File: config.mk
export PLATFORM = sky130hd
export DESIGN_NAME = multi_strobe_converter
export DESIGN_NICKNAME = d
export VERILOG_FILES = /design/src/rtl/strobe_pkg.sv /design/src/rtl/strobe_channel.sv /design/src/rtl/multi_strobe_converter.sv
export SDC_FILE = /design/constraint.sdc
export NUM_CORES = 1
export LEC_CHECK = 0
export CAP_MARGIN = 10
export CORE_ASPECT_RATIO = 1.2
export CORE_UTILIZATION = 44
export CTS_CLUSTER_SIZE = 16
export DETAILED_ROUTE_END_ITERATION = 8
export PLACE_DENSITY = 0.7
export RECOVER_POWER = 100
export SLEW_MARGIN = 20
export SYNTH_ARGS = -nofsm -noshare
export SYNTH_HDL_FRONTEND = slang
export SYNTH_SLANG_ARGS = --single-unit
File: constraint.sdc
create_clock -name clk -period 1.2 [get_ports clk]
set_input_delay 0.12 -clock clk [delete_from_list [all_inputs] [get_ports clk]]
set_output_delay 0.12 -clock clk [all_outputs]
set_load 0.005 [all_outputs]
File: src/rtl/strobe_pkg.sv
// Shared types and constants for the multi-channel strobe converter.
// Latency: none (declarations only).
// Backpressure: not applicable.
package strobe_pkg;

    // Per-channel edge selection: bit0 enables rising, bit1 enables falling.
    typedef logic [1:0] edge_mode_t;

    localparam edge_mode_t MODE_OFF  = 2'b00;
    localparam edge_mode_t MODE_RISE = 2'b01;
    localparam edge_mode_t MODE_FALL = 2'b10;
    localparam edge_mode_t MODE_BOTH = 2'b11;

    // True when the mode accepts a transition in the given direction.
    function automatic logic mode_accepts(input edge_mode_t mode, input logic rising);
        if (mode == MODE_OFF)
            return 1'b0;
        else if (rising)
            return (mode == MODE_RISE) || (mode == MODE_BOTH);
        else
            return (mode == MODE_FALL) || (mode == MODE_BOTH);
    endfunction

endpackage

File: src/rtl/strobe_channel.sv
// One channel: synchroniser, debounce filter, edge qualifier, retriggerable stretcher, overrun flag.
// Latency: SYNC_STAGES + FILTER_CYCLES - 1 edges from first sync capture to level/strobe update.
// Backpressure: none; strobes are free-running and retrigger sets the sticky overrun flag.
module strobe_channel
    import strobe_pkg::*;
#(
    parameter int SYNC_STAGES   = 2,
    parameter int FILTER_CYCLES = 4,
    parameter int PULSE_CYCLES  = 1
) (
    input  logic       clk,
    input  logic       reset,
    input  logic       din,
    input  edge_mode_t mode,
    input  logic       clear_overrun,
    output logic       strobe,
    output logic       level,
    output logic       overrun
);

    localparam int FW = $clog2(FILTER_CYCLES + 1);
    localparam int PW = $clog2(PULSE_CYCLES + 1);

    logic [SYNC_STAGES-1:0] sync_q;
    logic [FW-1:0]          filt_cnt;
    logic                   level_q;
    logic [PW-1:0]          pulse_cnt;
    logic                   overrun_q;
    logic                   synced;
    logic                   toggle;
    logic                   qual_event;

    assign synced = sync_q[SYNC_STAGES-1];

    // Level flips once the synced value has differed for FILTER_CYCLES consecutive cycles.
    assign toggle = (synced != level_q) && (filt_cnt == FW'(FILTER_CYCLES - 1));

    // Direction of the event is the direction the level is about to move.
    assign qual_event = toggle && mode_accepts(mode, ~level_q);

    // Shift the raw input through the synchroniser; stage 0 sees the raw pin.
    always_ff @(posedge clk) begin
        if (reset)
            sync_q <= '0;
        else
            sync_q <= (sync_q << 1) | SYNC_STAGES'(din);
    end

    // Debounce: count cycles of disagreement, any agreement restarts the count.
    always_ff @(posedge clk) begin
        if (reset) begin
            filt_cnt <= '0;
            level_q  <= 1'b0;
        end else if (synced == level_q) begin
            filt_cnt <= '0;
        end else if (toggle) begin
            filt_cnt <= '0;
            level_q  <= ~level_q;
        end else begin
            filt_cnt <= filt_cnt + FW'(1);
        end
    end

    // Stretcher: load on every qualifying event, otherwise count down to idle.
    always_ff @(posedge clk) begin
        if (reset)
            pulse_cnt <= '0;
        else if (qual_event)
            pulse_cnt <= PW'(PULSE_CYCLES);
        else if (pulse_cnt != '0)
            pulse_cnt <= pulse_cnt - PW'(1);
    end

    // Sticky overrun: a retrigger sets it and takes priority over a clear.
    always_ff @(posedge clk) begin
        if (reset)
            overrun_q <= 1'b0;
        else
            overrun_q <= (qual_event && (pulse_cnt != '0)) || (overrun_q && !clear_overrun);
    end

    assign strobe  = (pulse_cnt != '0);
    assign level   = level_q;
    assign overrun = overrun_q;

endmodule

File: src/rtl/multi_strobe_converter.sv
// Multi-channel level-to-strobe converter; one independent strobe_channel per input bit.
// Latency: SYNC_STAGES + FILTER_CYCLES - 1 edges from first sync capture to level/strobe update.
// Backpressure: none; consumers must accept strobes as issued, overlaps flagged via overrun.
module multi_strobe_converter
    import strobe_pkg::*;
#(
    parameter int CHANNELS      = 4,
    parameter int SYNC_STAGES   = 2,
    parameter int FILTER_CYCLES = 4,
    parameter int PULSE_CYCLES  = 1
) (
    input  logic                  clk,
    input  logic                  reset,
    input  logic [CHANNELS-1:0]   in,
    input  logic [2*CHANNELS-1:0] edge_mode,
    input  logic                  clear_overrun,
    output logic [CHANNELS-1:0]   out,
    output logic [CHANNELS-1:0]   level,
    output logic [CHANNELS-1:0]   overrun
);

    // Slice the packed buses into one channel instance per bit.
    for (genvar i = 0; i < CHANNELS; i++) begin : g_ch
        strobe_channel #(
            .SYNC_STAGES   (SYNC_STAGES),
            .FILTER_CYCLES (FILTER_CYCLES),
            .PULSE_CYCLES  (PULSE_CYCLES)
        ) u_ch (
            .clk           (clk),
            .reset         (reset),
            .din           (in[i]),
            .mode          (edge_mode_t'(edge_mode[2*i +: 2])),
            .clear_overrun (clear_overrun),
            .strobe        (out[i]),
            .level         (level[i]),
            .overrun       (overrun[i])
        );
    end

endmodule

### Routed metal, one colour a layer

Drawn at 4 px/um. Only two layers are drawn.
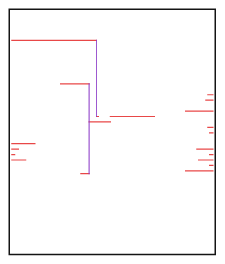
colour	layer	wire length
red	metal 3	86.5 um
purple	metal 4	41.5 um
WL/cell: 11.88 um
vias: 868
DRT Wirelength: 2234 um
total track usage: 16.01%

### Pin map

Drawn at 6 px/um. Pins as bars across the die edge, other pins in grey.
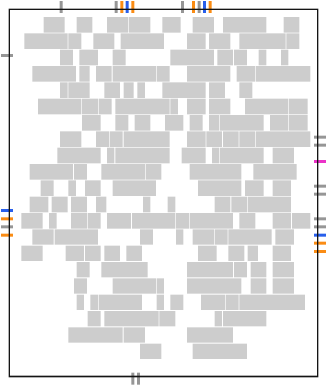
colour	port	pins	direction	edge
blue	level	4	output	2 top, 1 right, 1 left
orange	edge_mode	8	input	4 top, 2 right, 2 left
magenta	clear_overrun	1	input	right
all pins by edge	10 right, 10 top, 5 left, 2 bottom

### Clock routing

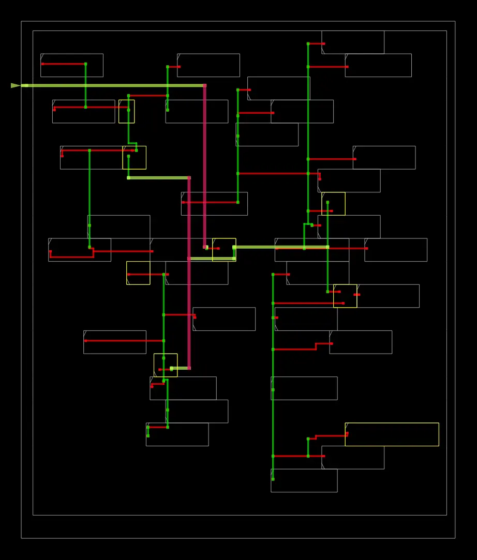
worst skew pair latency: 330 ps
Clock Buffer Count: 5

### Gate families picked out

Drawn at 6 px/um.
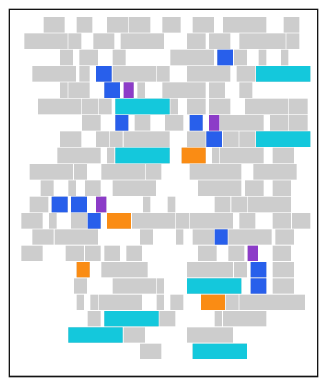
colour	family	cells	most used
purple	aoi and oai cells	4	a21oi_1
orange	and/or cells	4	or3_4
blue	nand cells	12	nand3b_1
cyan	fa/ha/maj cells	8	ha_4
Post-Layout Cell Count: 188
Commonest Layout Cell: dfxtp_1

==> run notes <==
run results: Clock Power Share 40.5%, Die ar. 0.003118 mm2, # placed instances 169, Tcrit/Tclk final 100.9%, yosys warns 0, PortBufs 26, comb_multi_in between 60 and 70, Max power group sequential cells, hold worst-path end g_ch[2].u_ch.sync_q[0]$_SDFF_PP0_, crit path launch type register, ys flops 32, final hold viol count 0, vias in the first global route 800, largest net degree at the start of global routing 14, Comb group between 100 and 150 uW, GR Layer Usage met2 approximately 27%, register area share after synthesis around half, CP endpoint g_ch[0].u_ch.filt_cnt[0]$_SDFF_PP0_, shortest period the worst path allows 1210 ps, P_sw 420.9 uW, Core Box Area 0.002785 mm2, final setup violation count 3, R2R depth 4, logic share of the area 34.17%, WS Path Type register to register, Int Pwr 1.581 mW, required time of the critical path 1460 ps, nonclk buf count 41, first-pass GRT wire length roughly 3500 um, clock-net power 810 uW, dpl hpwl 1456 um, status complete, but fails checks, R2R Path Start g_ch[0].u_ch.filt_cnt[0]$_SDFF_PP0_, clock tree cell share of total cell area 4.585%, layout cells sized above 1 a little under a third, setup slack after layout -10.38 ps, Leading cell kind registers, failing checks setup timing, tool warnings 28, Post-Syn Area 0.001275 mm2, fraction of area in registers 37.25%, Top cells by area dfxtp_1 50%, ha_1 7.9%, buf_4 7.1%, GRT overflow 0, DR DRC count 0, Area leader share 50.25%, num rows 21, CP Max Fanout 3, average size of a mapped cell 10.71 um2, Crit. Startpoint g_ch[0].u_ch.filt_cnt[0]$_SDFF_PP0_, CTS tree yes, WHS Path Cells 2, clk root buf clkbuf_4, FP Util 45.78%, Signal buf overhead between 10% and 20%, CTS sink cnt 32, peak supply drop 0.0009784 V, leakage a little under 0.7 nW, sequential cell power ~1.1 mW, Netlist cell types 15, ys cells 119, sequential cell area 650.6 um2, # IOs 27, # Max-Cap Violations 0, most used routing layer met2
-- stage by stage --
step	instance area [um2]	total power [mW]	hold slack, ps	worst slack, ps	TNS, ps
2_1_floorplan	1285	1.152	248.2	49.19	0
5_1_grt	1747	2.073	331.1	-34.97	-221.1
3_5_place_dp	1518	1.216	420.4	-72.97	-865.6
3_3_place_gp	1518	1.213	415.7	-50.58	-587.5
6_report	1747	2.002	339.4	-10.38	-21.15
4_1_cts	1760	2.029	321.3	-28.55	-28.55
-- Yosys cell counts --
| library cell | n |
|---|---|
| mux2i_1 | 4 |
| a21oi_1 | 4 |
| buf_2 | 2 |
| a22o_1 | 4 |
| xnor2_1 | 4 |
| buf_4 | 12 |
| nor2_1 | 5 |
| nor2_2 | 12 |
| ha_1 | 8 |
| dfxtp_1 | 32 |
| nand3b_1 | 8 |
| or3_4 | 4 |
| nor2b_1 | 8 |
| inv_1 | 8 |
| nand2b_1 | 4 |
-- metal layers --
layer  part of all wire (%)  vias up
met5                      0        -
met4                    1.8        0
met2                     52       20
met1                     43      401
li1                       -      442
met3                    3.8        5
-- flip-flops by register name, summed over array words and instances, names as in the netlist --
name,count
g_ch.u_ch.filt_cnt,12
g_ch.u_ch.level,4
g_ch.u_ch.overrun,4
g_ch.u_ch.strobe,4
g_ch.u_ch.sync_q,8
-- cell families after synthesis --
group                    count (synthesis)  synth area share [%]
buffers and inverters                   22                 10.21
multiplexers                             4                 3.140
AND/OR/NAND/NOR                         41                 21.49
AND-OR/OR-AND                            8                 4.318
adder cells (fa/ha/maj)                  8                 7.851
XOR/XNOR                                 4                 2.748
flip-flops                              32                 50.24
-- critical path: stages, from the launching register on --
cell and delay (ps):
dfxtp_2 350, ha_4 160, ha_4 160, or3_4 410, nor2_2 80
Power is estimated from default activity; no workload was simulated.
